===== src/rtl/pad_mux_pkg.sv =====
// Shared types and constants for the IO pad multiplexer controller.
//   pad_func_e   : per-pad function-select code (GPIO / ALT1 / ALT2 / OFF)
//   ctrl_state_e : guarded switch sequencer states
//   PAD_IDX_W    : width of the pad index on the config port
//   FUNC_W       : width of a function code
//   RESET_FUNC   : function code every pad takes on reset
package pad_mux_pkg;

  localparam int PAD_IDX_W = 6;
  localparam int FUNC_W    = 2;

  typedef enum logic [1:0] {
    FUNC_GPIO = 2'd0,
    FUNC_ALT1 = 2'd1,
    FUNC_ALT2 = 2'd2,
    FUNC_OFF  = 2'd3
  } pad_func_e;

  typedef enum logic [1:0] {
    ST_IDLE    = 2'd0,
    ST_HOLD    = 2'd1,
    ST_COMMIT  = 2'd2,
    ST_RELEASE = 2'd3
  } ctrl_state_e;

  localparam pad_func_e RESET_FUNC = FUNC_GPIO;

endpackage


===== src/rtl/pad_guard_timer.sv =====
// Loadable down-counter that times the tri-state guard interval.
//   clk_i      : clock
//   rst_ni     : synchronous active-low reset
//   load_i     : load load_val_i (takes priority over dec_i)
//   load_val_i : value to load
//   dec_i      : decrement by one (saturates at zero)
//   value_o    : current count
//   zero_o     : count is zero
module pad_guard_timer #(
  parameter int CNT_W = 3
) (
  input  logic             clk_i,
  input  logic             rst_ni,
  input  logic             load_i,
  input  logic [CNT_W-1:0] load_val_i,
  input  logic             dec_i,
  output logic [CNT_W-1:0] value_o,
  output logic             zero_o
);

  logic [CNT_W-1:0] value_r;

  // Count register: load wins, otherwise decrement without wrapping below zero.
  always_ff @(posedge clk_i) begin
    if (!rst_ni) begin
      value_r <= {CNT_W{1'b0}};
    end else if (load_i) begin
      value_r <= load_val_i;
    end else if (dec_i && (value_r != {CNT_W{1'b0}})) begin
      value_r <= value_r - {{(CNT_W-1){1'b0}}, 1'b1};
    end else begin
      value_r <= value_r;
    end
  end

  assign value_o = value_r;
  assign zero_o  = (value_r == {CNT_W{1'b0}});

endmodule


===== src/rtl/pad_mux_ctrl.sv =====
// Runtime controller for the user-project IO pad multiplexer.
// Holds one function code per pad and walks every owner change through
// HOLD -> COMMIT -> RELEASE so the pad sits tri-stated before the new owner
// takes it.
//   clk_i, rst_ni      : clock, synchronous active-low reset
//   cfg_req_i/we/addr/wdata/lock : config request from the peripheral bus
//   cfg_gnt_o          : request accepted this cycle (combinational)
//   cfg_rvalid_o       : one-cycle response pulse, with cfg_rdata_o/cfg_err_o
//   pad_sel_o          : committed code per pad, pad p at [2p+1:2p]
//   pad_hold_o         : per-pad force tri-state
//   busy_o             : switch sequence in progress
module pad_mux_ctrl
  import pad_mux_pkg::*;
#(
  parameter int NUM_PADS     = 38,
  parameter int GUARD_CYCLES = 4
) (
  input  logic                       clk_i,
  input  logic                       rst_ni,
  input  logic                       cfg_req_i,
  input  logic                       cfg_we_i,
  input  logic [PAD_IDX_W-1:0]       cfg_addr_i,
  input  logic [FUNC_W-1:0]          cfg_wdata_i,
  input  logic                       cfg_lock_i,
  output logic                       cfg_gnt_o,
  output logic                       cfg_rvalid_o,
  output logic [FUNC_W-1:0]          cfg_rdata_o,
  output logic                       cfg_err_o,
  output logic [FUNC_W*NUM_PADS-1:0] pad_sel_o,
  output logic [NUM_PADS-1:0]        pad_hold_o,
  output logic                       busy_o
);

  localparam int               CNT_W      = $clog2(GUARD_CYCLES + 1);
  localparam logic [CNT_W-1:0] GUARD_LOAD = CNT_W'(GUARD_CYCLES - 1);
  localparam logic [FUNC_W-1:0] RESET_CODE = RESET_FUNC;

  ctrl_state_e                state_r, state_nxt_s;
  logic [FUNC_W*NUM_PADS-1:0] sel_r;
  logic [NUM_PADS-1:0]        hold_r;
  logic                       busy_r, rvalid_r, err_r;
  logic [FUNC_W-1:0]          rdata_r, code_r;
  logic [PAD_IDX_W-1:0]       idx_r;

  logic                       accept_s, in_range_s, start_switch_s;
  logic                       imm_rsp_s, imm_err_s, timer_dec_s;
  logic                       commit_s, done_s, timer_zero_s;
  logic [FUNC_W-1:0]          cur_sel_s;
  logic [CNT_W-1:0]           timer_value_s;

  // One-hot pad mask; out-of-range indices give an all-zero mask.
  function automatic logic [NUM_PADS-1:0] pad_onehot(input logic [PAD_IDX_W-1:0] idx);
    logic [NUM_PADS-1:0] m;
    m = {NUM_PADS{1'b0}};
    for (int p = 0; p < NUM_PADS; p++) begin
      m[p] = (int'(idx) == p);
    end
    return m;
  endfunction

  // Code of one pad; out-of-range indices read as zero.
  function automatic logic [FUNC_W-1:0] pad_code(input logic [FUNC_W*NUM_PADS-1:0] sel,
                                                  input logic [PAD_IDX_W-1:0]       idx);
    logic [FUNC_W-1:0] r;
    r = {FUNC_W{1'b0}};
    for (int p = 0; p < NUM_PADS; p++) begin
      if (int'(idx) == p) begin
        r = sel[p*FUNC_W +: FUNC_W];
      end else begin
        r = r;
      end
    end
    return r;
  endfunction

  assign in_range_s = (int'(cfg_addr_i) < NUM_PADS);
  assign cur_sel_s  = pad_code(sel_r, cfg_addr_i);

  pad_guard_timer #(.CNT_W(CNT_W)) u_guard_timer (
    .clk_i      (clk_i),
    .rst_ni     (rst_ni),
    .load_i     (start_switch_s),
    .load_val_i (GUARD_LOAD),
    .dec_i      (timer_dec_s),
    .value_o    (timer_value_s),
    .zero_o     (timer_zero_s)
  );

  // FSM state register.
  always_ff @(posedge clk_i) begin
    if (!rst_ni) begin
      state_r <= ST_IDLE;
    end else begin
      state_r <= state_nxt_s;
    end
  end

  // FSM next-state logic.
  always_comb begin
    state_nxt_s = state_r;
    case (state_r)
      ST_IDLE: begin
        if (start_switch_s) state_nxt_s = ST_HOLD;
        else                state_nxt_s = ST_IDLE;
      end
      ST_HOLD: begin
        if (timer_zero_s) state_nxt_s = ST_COMMIT;
        else              state_nxt_s = ST_HOLD;
      end
      ST_COMMIT:  state_nxt_s = ST_RELEASE;
      ST_RELEASE: state_nxt_s = ST_IDLE;
      default:    state_nxt_s = ST_IDLE;
    endcase
  end

  // FSM output decode: accept, immediate responses (lock > range > no-change), switch phases.
  always_comb begin
    accept_s       = 1'b0;
    start_switch_s = 1'b0;
    imm_rsp_s      = 1'b0;
    imm_err_s      = 1'b0;
    timer_dec_s    = 1'b0;
    commit_s       = 1'b0;
    done_s         = 1'b0;
    case (state_r)
      ST_IDLE: begin
        accept_s = cfg_req_i;
        if (cfg_req_i) begin
          imm_rsp_s = 1'b1;
          if (!cfg_we_i) begin
            imm_err_s = !in_range_s;
          end else if (cfg_lock_i || !in_range_s) begin
            imm_err_s = 1'b1;
          end else if (cfg_wdata_i == cur_sel_s) begin
            imm_err_s = 1'b0;
          end else begin
            imm_rsp_s      = 1'b0;
            start_switch_s = 1'b1;
          end
        end else begin
          imm_rsp_s = 1'b0;
        end
      end
      ST_HOLD:    timer_dec_s = (timer_value_s != {CNT_W{1'b0}});
      ST_COMMIT:  commit_s    = 1'b1;
      ST_RELEASE: done_s      = 1'b1;
      default:    accept_s    = 1'b0;
    endcase
  end

  // Response register: immediate answers at T+1, switch completion one cycle after RELEASE.
  always_ff @(posedge clk_i) begin
    if (!rst_ni) begin
      rvalid_r <= 1'b0;
      err_r    <= 1'b0;
      rdata_r  <= {FUNC_W{1'b0}};
    end else begin
      if (imm_rsp_s) begin
        rvalid_r <= 1'b1;
        err_r    <= imm_err_s;
      end else if (done_s) begin
        rvalid_r <= 1'b1;
        err_r    <= 1'b0;
      end else begin
        rvalid_r <= 1'b0;
        err_r    <= 1'b0;
      end
      // Only reads refresh rdata; it otherwise keeps its last value.
      if (imm_rsp_s && !cfg_we_i) rdata_r <= cur_sel_s;
      else                        rdata_r <= rdata_r;
    end
  end

  // Switch bookkeeping: latch target, drive hold/busy across HOLD..RELEASE.
  always_ff @(posedge clk_i) begin
    if (!rst_ni) begin
      idx_r  <= {PAD_IDX_W{1'b0}};
      code_r <= {FUNC_W{1'b0}};
      hold_r <= {NUM_PADS{1'b0}};
      busy_r <= 1'b0;
    end else if (start_switch_s) begin
      idx_r  <= cfg_addr_i;
      code_r <= cfg_wdata_i;
      hold_r <= hold_r | pad_onehot(cfg_addr_i);
      busy_r <= 1'b1;
    end else if (done_s) begin
      hold_r <= hold_r & ~pad_onehot(idx_r);
      busy_r <= 1'b0;
    end else begin
      hold_r <= hold_r;
      busy_r <= busy_r;
    end
  end

  // Committed function codes; only the latched pad changes, at the end of COMMIT.
  always_ff @(posedge clk_i) begin
    if (!rst_ni) begin
      sel_r <= {NUM_PADS{RESET_CODE}};
    end else begin
      for (int p = 0; p < NUM_PADS; p++) begin
        if (commit_s && (int'(idx_r) == p)) sel_r[p*FUNC_W +: FUNC_W] <= code_r;
        else                                sel_r[p*FUNC_W +: FUNC_W] <= sel_r[p*FUNC_W +: FUNC_W];
      end
    end
  end

  assign cfg_gnt_o    = accept_s;
  assign cfg_rvalid_o = rvalid_r;
  assign cfg_rdata_o  = rdata_r;
  assign cfg_err_o    = err_r;
  assign pad_sel_o    = sel_r;
  assign pad_hold_o   = hold_r;
  assign busy_o       = busy_r;

endmodule

===== config.mk =====
export PLATFORM = sky130hd
export DESIGN_NAME = pad_mux_ctrl
export DESIGN_NICKNAME = d
export VERILOG_FILES = /design/src/rtl/pad_mux_pkg.sv /design/src/rtl/pad_guard_timer.sv /design/src/rtl/pad_mux_ctrl.sv
export SDC_FILE = /design/constraint.sdc
export NUM_CORES = 1
export LEC_CHECK = 0
export ABC_AREA = 0
export CAP_MARGIN = 5
export CORE_ASPECT_RATIO = 0.6
export CORE_MARGIN = 2
export CORE_UTILIZATION = 40
export DETAILED_ROUTE_END_ITERATION = 16
export GPL_TIMING_DRIVEN = 0
export PLACE_DENSITY = 0.72
export SLEW_MARGIN = 20
export SYNTH_ARGS = -nofsm -noshare
export SYNTH_HDL_FRONTEND = slang
export SYNTH_SLANG_ARGS = --single-unit

===== constraint.sdc =====
create_clock -name clk_i -period 4.5 [get_ports clk_i]
set_input_delay 0.9 -clock clk_i [delete_from_list [all_inputs] [get_ports clk_i]]
set_output_delay 0.9 -clock clk_i [all_outputs]
set_load 0.05 [all_outputs]

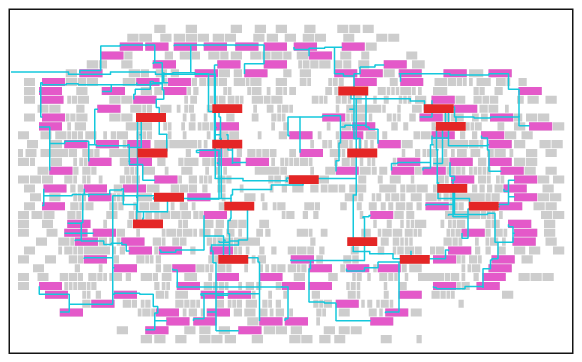
*Clock network drawn from the DEF*
[magenta] flip-flops | count: 132
[cyan] clock wires | length: 1960 µm
[red] cells driving clock nets | count: 17
routed clock nets: 18
flops lie: spread over the die
relative contribution of the clock network to total power: 0.520
P_clk: 0.00153 W
clock skew after layout: 0.01208 ns
Skew-Pair Late Insertion Delay: 0.43 ns

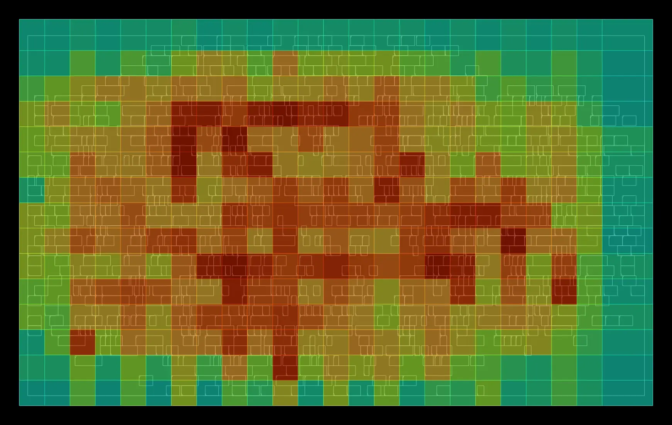
*Routing congestion*
routed wire length per instance: 23.26 µm
global routing usage on met3: 0.1091
Layout Utilization: 0.5509
met2 track demand over resource in global routing: 0.3894

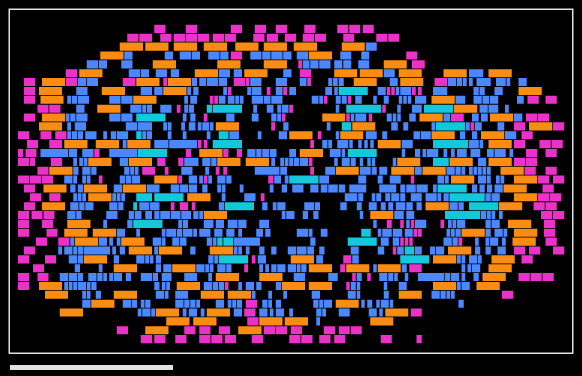
*Cell classes on the final placement*
Bar = 50 µm.
| colour | class | cells | share of their area |
|---|---|---|---|
| blue | all other logic | 614 | 44% |
| orange | flops | 132 | 30% |
| cyan | clock drivers and dummy loads | 32 | 7.2% |
| magenta | other buffers and delay cells | 207 | 19% |

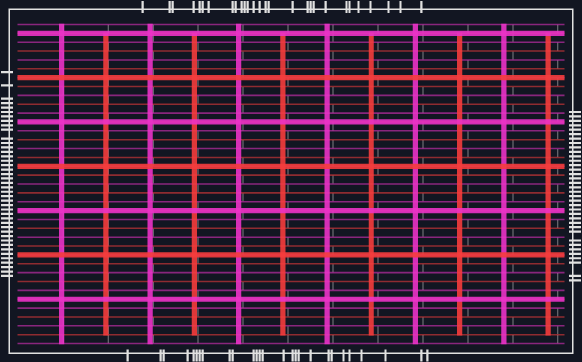
*Supply network*
Pins as bars on the die edge. Tap cells in grey.
| colour | net |
|---|---|
| magenta | VSS |
| red | VDD |
rows: 36
met5 straps: 7

==> job_summary.md <==
### Flow metrics

| Metric | Value |
|---|---|
| Crit path cell chain | clkdlybuf4s50_1 > buf_4 > buf_2 > clkbuf_1 > nor3_1 > nor4_1 > a2bb2oi_2 > a21oi_1 > o31a_1 > and2_1 > buf_6 > buf_6 > a32o_1 |
| Layout clock buffer count | 20 |
| Die Area | 18120 µm² |
| Post-cts gate resize count | 0 |
| Status | complete, no violations |
| Capturing element type of the critical path | flop |
| Placeable core area | 16440 µm² |
| Final period util | 0.9869 |
| Area used by sequential logic in the layout | 2643 µm² |
| Highest clock rate | 0.2252 GHz |
| Hold/Removal Path Class | flop to flop |
| Most numerous logic cell after layout | sky130_fd_sc_hd__nand2_1 |
| Overall die width | 172.5 µm |
| Buffering stage count on the worst path with inverters included | 6 |
| Final cell area excluding filler cells | 9057 µm² |
| Static Leak | 3.000 nW |
| Fraction of standard cell area that is sequential | 0.2918 |
| Number of top-level design ports | 133 |
| CP startpoint kind | primary input |
| Largest net degree at the start of global routing | 17 |
| Clock buffers created by TritonCTS | 17 |
| Switching part of the total | 0.2515 |
| Global placer's final weighted congestion | 0.9817 |
| Mean number of vias per cell | 6.108 |
| Number of flops mapped to enable cells by yosys | 0 |
| Yosys simple share | 0.2526 |
| Synth top area cells | sky130_fd_sc_hd__dfxtp_1, sky130_fd_sc_hd__a21boi_0, sky130_fd_sc_hd__nand2_1 |
| Commonest cells in the synthesized netlist | sky130_fd_sc_hd__nand2_1, sky130_fd_sc_hd__dfxtp_1, sky130_fd_sc_hd__a21boi_0 |
| Top_reg_cell synth | sky130_fd_sc_hd__dfxtp_1 |
| Mapped Nets | 837 |
| Fraction of standard cell area in multi-input logic | 0.4190 |
| Number of warning messages in the logs | 27 |
| Avg Synthesized Cell Area | 8.287 µm² |
| HPWL after detailed placement | 20710 µm |
| TritonCTS clock tree | done |
| Ant. Diodes | 0 |
| Remaining global-route overflow | 0 |
| Power consumed by sequential cells | 0.00118 W |
| Share of synthesized cell area in and-or and or-and compound cells | 0.2528 |
| Final Total Pwr | 0.002944 W |
| Headroom to the max-slew limit | 0.3834 |
| Final net count | 987 |
| Number of warnings issued by yosys | 0 |
| Critical path required time | 4.82 ns |
| Worst-case hold slack | 0.4819 ns |
| Instance count of the mapped netlist | 822 |
| Layout clock area frac | 0.07018 |
| Flip-flop count of the largest register, all copies and words added | 76 |
| Post-detailed-routing wire length | 28220 µm |
| Fraction of the yosys area taken by sequential cells | 0.3880 |
| Total DRC errors in the routed layout | 0 |
| Floorplan core density | 0.4143 |
| Initial drt markers | 993 |
| Minimum period implied by the final worst setup slack | 4.441 ns |
| Crit-path max cell delay | 0.62 ns |
| Dominant cell type by count on the critical path | sky130_fd_sc_hd__buf_6 |
| Global-route wire length before repair | 41670 µm |
| Fin. max-slew vios | 0 |
| Initial antenna violation count | 0 |
| Buffer cell driving the clock tree root | sky130_fd_sc_hd__clkbuf_16 |
| Count of buffers inserted at the top-level ports | 129 |
| Vias in the first global route | 6639 |
| Arrival time of data at the critical path endpoint | 4.76 ns |
| Filler instances | 1483 |
| Highest routing layer actually used | met4 |
| Adder-Cell Fraction of Synth Area | 0.003674 |
| Number of buffers outside the clock class in the layout | 207 |
| Combinational cell fraction of total power | 0.080 |
| Switching power | 0.0007405 W |
| # Cells Yosys | 822 |
| Synth area leader | sky130_fd_sc_hd__dfxtp_1 |
| Cell class ranked first by area | combinational gates |
| Xor and xnor fraction of the mapped netlist area | 0.002572 |
| Cell area power density | 325.0 nW/µm² |
| Max Buffers Root-to-Sink | 2 |
| 1st-pass router iterations | 6 |
## path summary, 6_finish.rpt
check / start / end / slack [ns] / depth (start not counted)
worst max register to register: pad_sel_o[2]$_SDFFE_PN0P_ / pad_hold_o[30]$_SDFFE_PN0P_ / 1.28 / 11
worst max-delay path: cfg_addr_i[0] / pad_hold_o[30]$_SDFFE_PN0P_ / 0.06 / 13
worst min register to register: pad_sel_o[6]$_SDFFE_PN0P_ / pad_sel_o[6]$_SDFFE_PN0P_ / 0.48 / 2
worst min-delay path: pad_sel_o[6]$_SDFFE_PN0P_ / pad_sel_o[6]$_SDFFE_PN0P_ / 0.48 / 2
## metal layers
metal	global-route usage	up-vias
met5	0	-
met4	0.09244	0
met3	0.1091	62
met2	0.3894	595
met1	0.4817	3485
li1	-	3267
Power and IR drop assume default switching activity.
